### Close-up of the layout, run 1

Window x 161 to 186, y 45 to 70 um. Cells in gray, sequential cells in the stronger gray; small squares are vias.
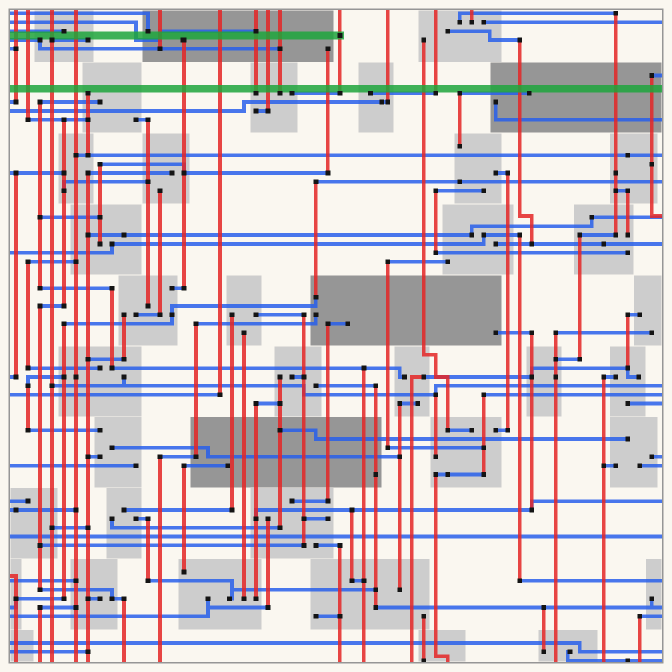
### Wiring by layer, run 1

Two of the layers only.
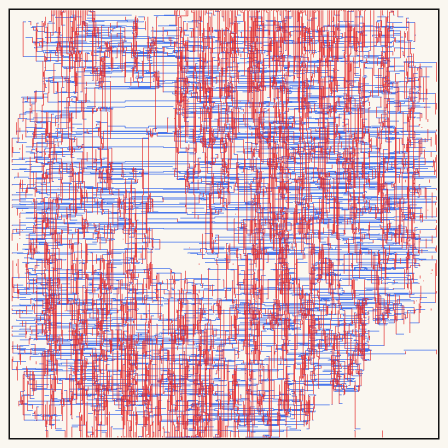
### Floorplan with the power grid, run 1

Bar = 50 um. Pins as bars on the die edge. Tap cells in gray.
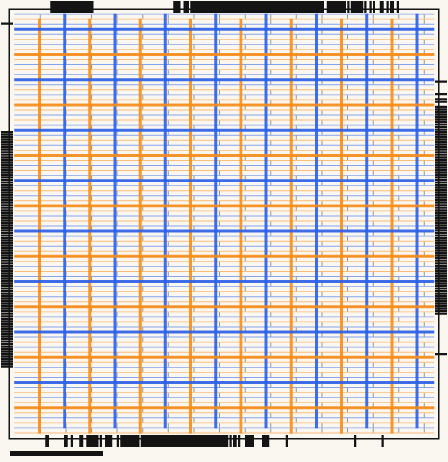
### M4 wires, run 1

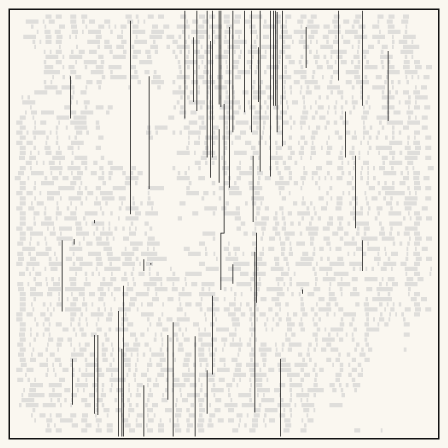
==> config.mk <==
export PLATFORM = sky130hd
export DESIGN_NAME = core_mem_flat
export DESIGN_NICKNAME = d
export VERILOG_FILES = /design/src/rtl/core_mem.sv /design/src/rtl/core_mem_if.sv /design/src/flat_wrapper.sv
export SDC_FILE = /design/constraint.sdc
export NUM_CORES = 1
export LEC_CHECK = 0
export CAP_MARGIN = 40
export CELL_PAD_IN_SITES_DETAIL_PLACEMENT = 2
export CELL_PAD_IN_SITES_GLOBAL_PLACEMENT = 2
export CORE_MARGIN = 2
export CORE_UTILIZATION = 26
export DETAILED_ROUTE_END_ITERATION = 7
export PLACE_DENSITY_LB_ADDON = 0.25
export SLEW_MARGIN = 20
export SYNTH_ARGS = -nofsm -noshare
export SYNTH_HDL_FRONTEND = slang
export SYNTH_SLANG_ARGS = --single-unit
export TNS_END_PERCENT = 5
==> constraint.sdc <==
create_clock -name clock -period 5.75 [get_ports clock]
set_clock_uncertainty 0.15 [all_clocks]
set_input_delay 1.15 -clock clock [delete_from_list [all_inputs] [get_ports clock]]
set_output_delay 1.15 -clock clock [all_outputs]
set_load 0.005 [all_outputs]
==> results.yml <==
# yosys + openroad results
placement:
  placed_cell_area_mm2: 0.0181
  portBuffers: 415
  hpwl_mm: 50.7
  place_ws_ps: 272
timing:
  slew_headroom: 0.468
  finalHoldViolations: 0
  setup-tns-final_ps: 0
  whs_ps: 303
  timing.final.ws_setup_ps: 247
  drv_slew: 0
  grt_setup_unrepaired: "false"
  fin_crit_ps: 5500
  fmax_mhz: 182
  setup_violations: 0
synth:
  synthCells: 1811
  postSynth.asyncResetShare: 0
  avgSynthCellArea_um2: 7.38
  edf_count: 0
  ys.flop_type: "dfxtp_1"
  yosysUniqueCellTypes: 69
  synthTopCellsByArea: "dfxtp_1 (33%), a21oi_1 (12%), nand2_1 (12%), mux2_2 (6.0%), mux2i_1 (5.8%)"
  top_cell_area_share: 0.333
  numSynthFlops: 222
  syn-cell-area_mm2: 0.0134
  ys_warn_count: 0
  synth_chip_area_mm2: 0.0134
global_route:
  grt_first_pass_wirelength_mm: 102
  first_global_vias: 16400
  grt_max_degree: 141
  overflow: 0
power_and_ir_drop:
  p_per_area_mw_per_mm2: 300
  pwr-share-clk: 0.357
  top_power_group: "the clock network"
  seqPwrFrac: 0.296
  p_leak_nw: 7.24
  switching_share: 0.327
  p_total_mw: 5.78
  pg_clk_mw: 2.06
  pg_comb_mw: 2.01
  p_switching_mw: 1.89
  seq_power_mw: 1.71
critical_path:
  critPathArrivalTime_ps: 4200
  reg2reg_depth: 11
  start_kind: "input pin"
  required_ps: 4450
  r2r_slack_ps: 1240
  cp_max_fo: 9
clock_network:
  clk_latency_ps: 570
  worst_setup_hold_path_clk_slew_ps: 60
  cts.hold.buffers_added: 0
  cts_buffer_depth: 3
  cts_buffers: 30
  clock_sinks: 222
  post_cts_buffers: 0
die:
  coreArea_mm2: 0.0511
  rows: 83
  fp_util: 0.261
  dieArea_mm2: 0.0532
  num_io_pins: 419
layout:
  area_growth_syn_to_layout_pct: 44.0
  drive_gt1_frac: 0.0951
  utilization: 0.377
  fin_area_mm2: 0.0192
  stdcell_count: 2863
  fin_nets: 2364
drt:
  avgRoutedWirePerCell_um: 24.0
  first_pass_iters: 5
  drt_iter0_drc: 777
run_status:
  outcome: "finished clean"
Back to the opening pictures, 'Close-up of the layout':
met3 -> green
met1 -> blue
met2 -> red
cells with their middle in the window = 32
most frequent = nand2_1 (4), dfxtp_1 (4)
sequential cells in the window = 4

Back to the opening pictures, 'Wiring by layer':
met1 -> blue  # wire length 30.1 mm
met2 -> red  # wire length 32.1 mm
GRT Total Usage: 0.250
via count of the routed design: 15000
Routed WL: 68.7 mm

Back to the opening pictures, 'Floorplan with the power grid':
VDD -> blue
VSS -> orange
rows = 83
signal pins = 419
tap cells = 680
met4 straps = 16
met1 rails = 84
die width: 231 um
VDD IR max: 0.000221 V
Die Y: 231 um

Back to the opening pictures, 'M4 wires':
main direction = vertical
nets with wire on the layer = 46
longest straight run = 104 um

==> run 1: critical path: stages <==
cell,delay [ps]
clkdlybuf4s50_1,530
inv_1,80
o21a_1,160
mux2_2,290
ha_1,420
buf_4,240
a21oi_1,460
nand2_1,180
a21oi_1,190
nor2_1,50
clkdlybuf4s50_1,450
==> run 1: layout by cell type (no fill, tap or decap), drive strengths merged, types with 27 or more instances in the layout <==
cell / instances
o21ai: 92
clkbuf: 48
clkdlybuf4s50: 414
nor2: 76
o211ai: 27
buf: 47
dfxtp: 222
inv: 50
a21oi: 321
mux2i: 81
nand3: 37
nand2: 427
mux2: 72
==> run 1: cells by family (layout without fill, tap and decap cells) <==
| group | count (synthesis) | in the layout | share of synthesized area |
|---|---|---|---|
| DFF | 222 | 222 | 0.333 |
| buffers and inverters | 211 | 565 | 0.0684 |
| and+or+nand+nor | 627 | 627 | 0.202 |
| muxes | 154 | 154 | 0.125 |
| adders and majority gates | 10 | 10 | 0.00937 |
| other | 1 | 19 | 0.000281 |
| AOI/OAI and AO/OA | 586 | 586 | 0.263 |
==> run 1: layout make-up <==
class                   instances  area (um^2)
fillers                      5893        31900
multi-input cells            1380         8080
repair buffers                461         4540
flip-flops and latches        222         4440
clock buffers                  48          960
well taps                     680          851
inverters                      51          196
clock inverters                 5          125
diodes                         16         40.0
==> run 1: per-layer routing <==
layer | GRT usage | share of wire | up-vias | routed length (um)
li1 | - | - | 7040 | -
met3 | 0.0563 | 0.057 | 113 | 3890
met4 | 0.100 | 0.037 | 8 | 2550
met5 | 0 | 0.00083 | - | 57
met1 | 0.312 | 0.44 | 7491 | 30100
met2 | 0.415 | 0.47 | 371 | 32100
Power and IR drop assume default switching activity.
